### Clock distribution

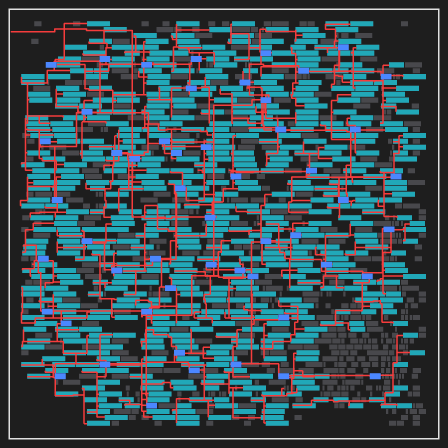
### Wiring heat map

40 x 40 tiles, from dark blue (low) to red (high), scaled to the fullest tile. Values are wire area over tile area, all layers added.
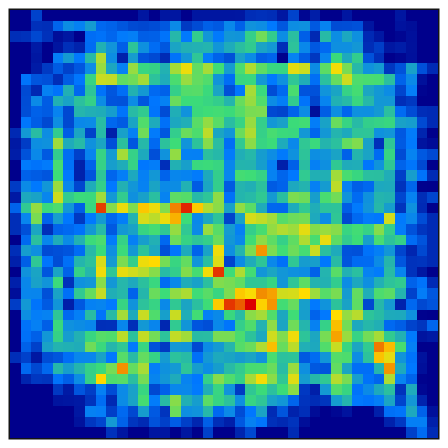
### Sequential cells grouped by signal name

Bar = 50 microns. Other sequential cells in the stronger gray, the rest of the logic in the fainter gray.
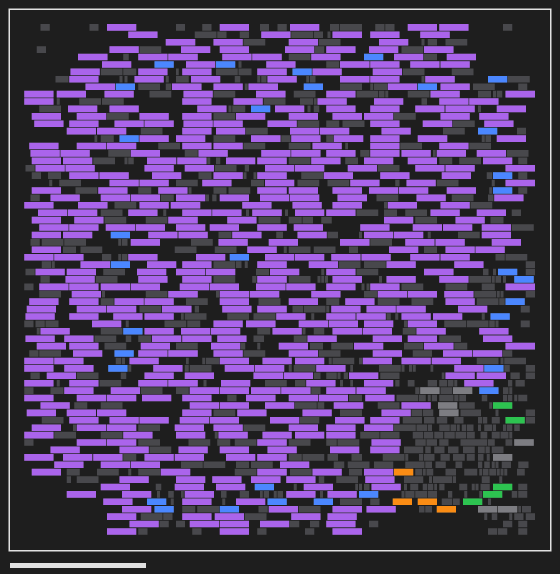
### Drive-strength map

Bar = 50 microns.
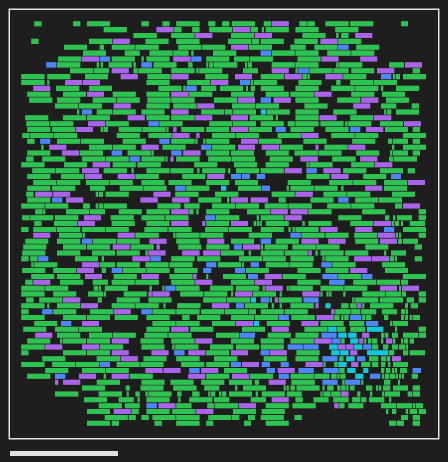
<file path="src/rtl/dat_defs.sv">
// dat_defs: shared constants for the SD DAT-path FIFO.
//   DAT_DATA_WIDTH  - default word width
//   DAT_ADDR_WIDTH  - default pointer width (depth = 2**DAT_ADDR_WIDTH)
//   DAT_BLOCK_WORDS - default words per data block (fifo_okay threshold)
//   WR_DIR / RD_DIR - encodings of writeRead (host->card / card->host)
package dat_defs;

    localparam int unsigned DAT_DATA_WIDTH  = 32;
    localparam int unsigned DAT_ADDR_WIDTH  = 4;
    localparam int unsigned DAT_BLOCK_WORDS = 4;

    localparam logic WR_DIR = 1'b1;
    localparam logic RD_DIR = 1'b0;

endpackage

</file>
<file path="src/rtl/dat_fifo_if.sv">
// dat_fifo_if: handshake/bus bundle between the host-side source/sink and dat_fifo.
//   master - drives clear, writeRead, write_en, write_data, read_en;
//            observes read_data, full, empty, count, fifo_okay, overflow, underflow
//   slave  - the FIFO side (directions reversed)
interface dat_fifo_if #(
    parameter int unsigned DATA_WIDTH = 32,
    parameter int unsigned ADDR_WIDTH = 4
);

    logic                  clear;
    logic                  writeRead;
    logic                  write_en;
    logic [DATA_WIDTH-1:0] write_data;
    logic                  read_en;
    logic [DATA_WIDTH-1:0] read_data;
    logic                  full;
    logic                  empty;
    logic [ADDR_WIDTH:0]   count;
    logic                  fifo_okay;
    logic                  overflow;
    logic                  underflow;

    modport master (
        output clear, writeRead, write_en, write_data, read_en,
        input  read_data, full, empty, count, fifo_okay, overflow, underflow
    );

    modport slave (
        input  clear, writeRead, write_en, write_data, read_en,
        output read_data, full, empty, count, fifo_okay, overflow, underflow
    );

endinterface

</file>
<file path="src/rtl/dat_fifo_ptr.sv">
// dat_fifo_ptr: wrapping pointer register for dat_fifo.
//   clock - clock
//   reset - synchronous active-high reset to 0
//   clear - synchronous flush to 0
//   inc   - advance by one, wrapping modulo 2**ADDR_WIDTH
//   ptr   - current pointer value
module dat_fifo_ptr #(
    parameter int unsigned ADDR_WIDTH = 4
) (
    input  logic                  clock,
    input  logic                  reset,
    input  logic                  clear,
    input  logic                  inc,
    output logic [ADDR_WIDTH-1:0] ptr
);

    localparam logic [ADDR_WIDTH-1:0] PTR_ONE = ADDR_WIDTH'(1);

    // Natural binary overflow provides the wrap from depth-1 back to 0.
    always_ff @(posedge clock) begin
        if (reset || clear) begin
            ptr <= '0;
        end else if (inc) begin
            ptr <= ptr + PTR_ONE;
        end
    end

endmodule

</file>
<file path="src/rtl/dat_fifo.sv">
// dat_fifo: synchronous word FIFO on the SD DAT path.
//   clock - single clock
//   reset - synchronous active-high reset
//   bus   - dat_fifo_if.slave: clear, writeRead, push/pop handshake, read_data,
//           full/empty/count, fifo_okay, sticky overflow/underflow
// Build option: define DAT_FIFO_FWFT_EN for first-word fall-through reads;
// otherwise read_data is registered with one cycle of latency.
module dat_fifo
    import dat_defs::*;
#(
    parameter int unsigned DATA_WIDTH  = DAT_DATA_WIDTH,
    parameter int unsigned ADDR_WIDTH  = DAT_ADDR_WIDTH,
    parameter int unsigned BLOCK_WORDS = DAT_BLOCK_WORDS
) (
    input logic       clock,
    input logic       reset,
    dat_fifo_if.slave bus
);

    localparam int unsigned DEPTH = 2 ** ADDR_WIDTH;
    localparam logic [ADDR_WIDTH:0] CNT_DEPTH = (ADDR_WIDTH + 1)'(DEPTH);
    localparam logic [ADDR_WIDTH:0] CNT_BLOCK = (ADDR_WIDTH + 1)'(BLOCK_WORDS);
    localparam logic [ADDR_WIDTH:0] CNT_ONE   = (ADDR_WIDTH + 1)'(1);

    logic [DATA_WIDTH-1:0] mem [DEPTH];
    logic [ADDR_WIDTH-1:0] wr_ptr;
    logic [ADDR_WIDTH-1:0] rd_ptr;
    logic [ADDR_WIDTH:0]   count_q;
    logic [ADDR_WIDTH:0]   count_d;
    logic [ADDR_WIDTH:0]   free_words;
    logic                  full_q;
    logic                  empty_q;
    logic                  overflow_q;
    logic                  underflow_q;
    logic                  push;
    logic                  pop;
    logic                  push_rej;
    logic                  pop_rej;

    // A flush swallows any push/pop (and their rejections) in the same cycle.
    assign push     = bus.write_en && !full_q  && !bus.clear;
    assign pop      = bus.read_en  && !empty_q && !bus.clear;
    assign push_rej = bus.write_en &&  full_q  && !bus.clear;
    assign pop_rej  = bus.read_en  &&  empty_q && !bus.clear;

    dat_fifo_ptr #(.ADDR_WIDTH(ADDR_WIDTH)) u_wr_ptr (
        .clock (clock),
        .reset (reset),
        .clear (bus.clear),
        .inc   (push),
        .ptr   (wr_ptr)
    );

    dat_fifo_ptr #(.ADDR_WIDTH(ADDR_WIDTH)) u_rd_ptr (
        .clock (clock),
        .reset (reset),
        .clear (bus.clear),
        .inc   (pop),
        .ptr   (rd_ptr)
    );

    always_comb begin
        count_d = count_q;
        if (bus.clear) begin
            count_d = '0;
        end else begin
            unique case ({push, pop})
                2'b10:   count_d = count_q + CNT_ONE;
                2'b01:   count_d = count_q - CNT_ONE;
                default: count_d = count_q;
            endcase
        end
    end

    // full/empty are registered from count_d so they track count exactly.
    always_ff @(posedge clock) begin
        if (reset) begin
            count_q     <= '0;
            full_q      <= 1'b0;
            empty_q     <= 1'b1;
            overflow_q  <= 1'b0;
            underflow_q <= 1'b0;
        end else begin
            count_q <= count_d;
            full_q  <= (count_d == CNT_DEPTH);
            empty_q <= (count_d == '0);
            if (push_rej) overflow_q  <= 1'b1;
            if (pop_rej)  underflow_q <= 1'b1;
        end
    end

    // Storage is intentionally not reset.
    always_ff @(posedge clock) begin
        if (push && !reset) begin
            mem[wr_ptr] <= bus.write_data;
        end
    end

`ifdef DAT_FIFO_FWFT_EN
    assign bus.read_data = empty_q ? '0 : mem[rd_ptr];
`else
    logic [DATA_WIDTH-1:0] rdata_q;

    always_ff @(posedge clock) begin
        if (reset || bus.clear) begin
            rdata_q <= '0;
        end else if (pop) begin
            rdata_q <= mem[rd_ptr];
        end
    end

    assign bus.read_data = rdata_q;
`endif

    assign free_words    = CNT_DEPTH - count_q;
    assign bus.fifo_okay = (bus.writeRead == WR_DIR) ? (count_q >= CNT_BLOCK)
                                                     : (free_words >= CNT_BLOCK);

    assign bus.full      = full_q;
    assign bus.empty     = empty_q;
    assign bus.count     = count_q;
    assign bus.overflow  = overflow_q;
    assign bus.underflow = underflow_q;

endmodule

</file>
<file path="src/flat_wrapper.sv">
// flat-port wrapper written by rule: the top's interface ports become plain ports
module dat_fifo_flat import dat_defs::*;
#(
    parameter int unsigned DATA_WIDTH  = DAT_DATA_WIDTH,
    parameter int unsigned ADDR_WIDTH  = DAT_ADDR_WIDTH,
    parameter int unsigned BLOCK_WORDS = DAT_BLOCK_WORDS
)
  (clock, reset, bus_clear, bus_writeRead, bus_write_en, bus_write_data, bus_read_en, bus_read_data, bus_full, bus_empty, bus_count, bus_fifo_okay, bus_overflow, bus_underflow);
  dat_fifo_if #(.DATA_WIDTH(DATA_WIDTH), .ADDR_WIDTH(ADDR_WIDTH)) bus_i ();
  input logic clock;
  input logic reset;
  input wire logic [$bits(bus_i.clear)-1:0] bus_clear;
  input wire logic [$bits(bus_i.writeRead)-1:0] bus_writeRead;
  input wire logic [$bits(bus_i.write_en)-1:0] bus_write_en;
  input wire logic [$bits(bus_i.write_data)-1:0] bus_write_data;
  input wire logic [$bits(bus_i.read_en)-1:0] bus_read_en;
  output wire logic [$bits(bus_i.read_data)-1:0] bus_read_data;
  output wire logic [$bits(bus_i.full)-1:0] bus_full;
  output wire logic [$bits(bus_i.empty)-1:0] bus_empty;
  output wire logic [$bits(bus_i.count)-1:0] bus_count;
  output wire logic [$bits(bus_i.fifo_okay)-1:0] bus_fifo_okay;
  output wire logic [$bits(bus_i.overflow)-1:0] bus_overflow;
  output wire logic [$bits(bus_i.underflow)-1:0] bus_underflow;
  assign bus_i.clear = bus_clear;
  assign bus_i.writeRead = bus_writeRead;
  assign bus_i.write_en = bus_write_en;
  assign bus_i.write_data = bus_write_data;
  assign bus_i.read_en = bus_read_en;
  assign bus_read_data = bus_i.read_data;
  assign bus_full = bus_i.full;
  assign bus_empty = bus_i.empty;
  assign bus_count = bus_i.count;
  assign bus_fifo_okay = bus_i.fifo_okay;
  assign bus_overflow = bus_i.overflow;
  assign bus_underflow = bus_i.underflow;
  dat_fifo #(.DATA_WIDTH(DATA_WIDTH), .ADDR_WIDTH(ADDR_WIDTH), .BLOCK_WORDS(BLOCK_WORDS)) u_core (.clock(clock), .reset(reset), .bus(bus_i));
endmodule
</file>
<file path="config.mk">
export PLATFORM = sky130hd
export DESIGN_NAME = dat_fifo_flat
export DESIGN_NICKNAME = d
export VERILOG_FILES = /design/src/rtl/dat_defs.sv /design/src/rtl/dat_fifo_if.sv /design/src/rtl/dat_fifo_ptr.sv /design/src/rtl/dat_fifo.sv /design/src/flat_wrapper.sv
export SDC_FILE = /design/constraint.sdc
export NUM_CORES = 1
export LEC_CHECK = 0
export CORE_MARGIN = 5
export CORE_UTILIZATION = 60
export CTS_BUF_LIST = sky130_fd_sc_hd__clkbuf_8
export CTS_CLUSTER_DIAMETER = 150
export CTS_CLUSTER_SIZE = 12
export DETAILED_ROUTE_END_ITERATION = 16
export GPL_TIMING_DRIVEN = 0
export PLACE_DENSITY_LB_ADDON = 0.12
export SYNTH_ARGS = -nofsm -noshare
export SYNTH_HDL_FRONTEND = slang
export SYNTH_HIERARCHICAL = 1
export SYNTH_SLANG_ARGS = --single-unit
export TNS_END_PERCENT = 5
</file>
<file path="constraint.sdc">
create_clock -name clock -period 6.4 [get_ports clock]
set_input_delay 1.28 -clock clock [delete_from_list [all_inputs] [get_ports clock]]
set_output_delay 1.28 -clock clock [all_outputs]
set_load 0.01 [all_outputs]
</file>
==> CHANGELOG.md <==
### Changed

- Status: finished clean
- Clock sinks: 561
- FILL cells: 2,205
- CTS buffer count: 52
- Vias in the first global route: 10.4k
- Placer congestion estimate: 0.726
- Clk_lat worst skew: 620 ps
- Post-synth EDFFs: 512
- Core area: 35,200 sq um
- Cts repair resizes: 0
- Synthesized Nets: 989
- Grt total ovfl: 0
- Switching fraction of total power: 0.201
- Rows: 69
- Final nets: 1,150
- Fraction of layout cells with a size suffix above 1: 0.249
- Gate power share: 0.024
- Number of primary I/O pins: 80
- Unrepaired setup endpoints after global routing: no
- Tmin final: 4160 ps
- Worst-path fanout max: 11
- CP Launch Type: input port
- Mean Syn Cell Area: 22.4 sq um
- Chip area: 39,300 sq um
- WL/cell: 28.5 microns
- Sw power: 1.21 mW
- Leading area contributor after synthesis: edfxtp_1
- Multi-input gate area: 4730 sq um
- Final count of negative-setup-slack endpoints: 0
- Tool Warnings: 26
- Non-Filler Instances: 1,612
- Post-synthesis cell area: 21,200 sq um
- Max incr delay on CP: 770 ps
- DR iter-0 viols: 945
- Yosys stat area: 21,200 sq um
- Worst Clk Skew: 20.7 ps
- Cell Pwr Density: 251 nW/um^2
- Slack of the critical path: 2240 ps
- Vias: 10.3k
- CTS Root Buffer Type: clkbuf_8
- Async set-or-reset flop fraction in the synthesized netlist: 0
- Syn. warnings: 6
- Die Wd: 198 microns
- Top Family by Delay on Critical Path: buffers and inverters
- Cell with the most instances after synthesis: edfxtp_1
- Hold-fix buffers, CTS: 0
- Registers, synthesis: 561
- Max cap viols: 0
- Remaining DRCs: 0
- F_max: 240 MHz
- Post-route ant nets: 0
- Clock tree buffer depth: 3
- Dpl cells: 1,515
- Via density per instance: 6.39
- Crit-path cells: clkdlybuf4s50_1, or3b_1, buf_6, clkbuf_1, inv_1, ha_1, a21o_1, nand3_1, or3b_2, mux2i_1, o31ai_1
- Die H: 198 microns
- CTS tree: built
- Final Util: 0.683
- Initial antenna violation count: 0
- Top cells by area, synth: edfxtp_1 72%, mux4_2 17%, dfxtp_1 4.6%
- Area leader share: 0.724
- Worst IR drop on VDD: 0.181 mV
- Register area: 16,400 sq um
- Slowest CP cell: clkdlybuf4s50_1
- Most instantiated logic cells after routing: 512 x edfxtp_1, 160 x mux4_2, 79 x clkdlybuf4s50_1, 53 x clkbuf_8, 51 x nor2_1
- Most frequent logic cell in the layout: edfxtp_1
- CP bufs+invs: 4
- GRT Overall Usage: 0.240
- Pre-Place Util: 0.603
- Post-DP HPWL: 28,500 microns
- Commonest flop: edfxtp_1
- Antenna Cells: 0
- Critical path class: in -> reg
- Worst Tran Pin Value: 1140 ps
- Pin count of the biggest net entering global routing: 23
- Flop pwr share: 0.663
- Pre-CTS setup slack: 1650 ps
- Port buffer count: 79
- Final hold violation count: 0
- Synth-to-layout area growth: 13.2%
- Commonest cells in the netlist: 512 x edfxtp_1, 160 x mux4_2, 63 x nor2_1
- LEAKAGE: 7.41 nW
- Max_slew headroom: 0.239
- Sequential share of the synthesized area: 0.770
- Reg clk slew, reported paths: 80 ps
-- 'Clock distribution' (at the start) --
[cyan] flip-flops | count: 561
[blue] clock-net drivers | count: 52
[red] clock wires | length: 5,660 microns
flops lie: widely spread
routed clock nets: 53

-- 'Wiring heat map' (at the start) --
densest ninth of the die: center
mean over tiles: 0.19
nearly empty tiles: 9.1%

-- 'Sequential cells grouped by signal name' (at the start) --
| color | netlist name | flops | where |
|---|---|---|---|
| blue | u_core/bus.read_data | 32 | widely spread |
| purple | u_core/mem | 512 | widely spread |
| orange | u_core/u_wr_ptr/ptr | 4 | lower right |
| green | u_core/bus.count | 5 | lower right |
not colored: 8

-- 'Drive-strength map' (at the start) --
| color | size | cells |
|---|---|---|
| purple | x2 | 184 |
| blue | x6 and larger | 83 |
| green | x1 and smaller | 864 |
| cyan | x3 and x4 | 20 |

-- final cells by class --
| type | count | area share |
|---|---|---|
| flip-flops and latches | 561 | 0.680 |
| multi-input cells | 330 | 0.197 |
| repair buffers | 107 | 0.0505 |
| clock buffers | 53 | 0.0303 |
| well taps | 461 | 0.0240 |
| plain buffers | 50 | 0.00937 |
| clock inverters | 44 | 0.00723 |
| inverters | 6 | 0.00146 |
-- registers in the layout (all words and copies together), names as in the netlist --
| name | count |
|---|---|
| u_core/bus.underflow | 1 |
| u_core/u_rd_ptr/ptr | 4 |
| u_core/bus.read_data | 32 |
| u_core/bus.full | 1 |
| u_core/bus.overflow | 1 |
| u_core/u_wr_ptr/ptr | 4 |
| u_core/bus.count | 5 |
| u_core/bus.empty | 1 |
| u_core/mem | 512 |
-- logic make-up after synthesis --
kind of cell,Yosys count,share of synthesized area
flip-flops,561,0.770
multiplexers,166,0.173
AND/OR/NAND/NOR,99,0.0216
buffers and inverters,56,0.0123
AND-OR/OR-AND,53,0.0177
XOR/XNOR,8,0.00330
adder cells (fa/ha/maj),4,0.00236
-- worst paths after layout --
kind,startpoint,to,slack (ps),depth (start not counted)
worst max-delay path,bus_clear,u_core/bus.empty$_SDFF_PP1_,2240,11
worst min-delay path,u_core/bus.overflow$_SDFFE_PP0P_,u_core/bus.overflow$_SDFFE_PP0P_,480,2
worst max register to register,u_core/u_rd_ptr/ptr[1]$_SDFFE_PP0P_,u_core/bus.read_data[27]$_SDFFE_PP0P_,3290,6
worst min register to register,u_core/bus.overflow$_SDFFE_PP0P_,u_core/bus.overflow$_SDFFE_PP0P_,480,2
-- per-layer routing --
layer / up-vias / wire length [microns] / share of wire / global-route usage
met2: 463 / 22600 / 0.49 / 0.383
met3: 60 / 3900 / 0.085 / 0.0490
met1: 5461 / 18600 / 0.41 / 0.357
li1: 4314 / - / - / -
met4: 0 / 803 / 0.017 / 0.0515
met5: - / 0 / 0 / 0
-- power by group through the flow --
stage          Clock, mW  Combinational [mW]  Sequential [mW]
2_1_floorplan          0              0.0499             4.09
3_3_place_gp           0               0.137             4.09
3_5_place_dp           0               0.145             4.09
4_1_cts             1.95               0.146             4.01
5_1_grt             2.11               0.157             4.01
6_report            1.89               0.144             4.01
-- stage by stage --
step / cell area (sq um) / setup TNS (ps) / hold WS (ps)
floorplan: 21200 / 0 / 505
global placement: 22600 / -210350 / 449
detailed placement: 23100 / 0 / 463
CTS: 24000 / 0 / 483
global route: 24000 / 0 / 542
finish: 24000 / 0 / 477
-- worst reg2reg max path, cell delays in order, from the launching register on --
cell and delay, ps:
dfxtp_1 410, clkbuf_1 620, clkbuf_1 810, mux4_2 460
mux4_2 500, o22ai_1 120, nor2_1 60
No activity file was given, so power comes from the tool's default toggle rates.
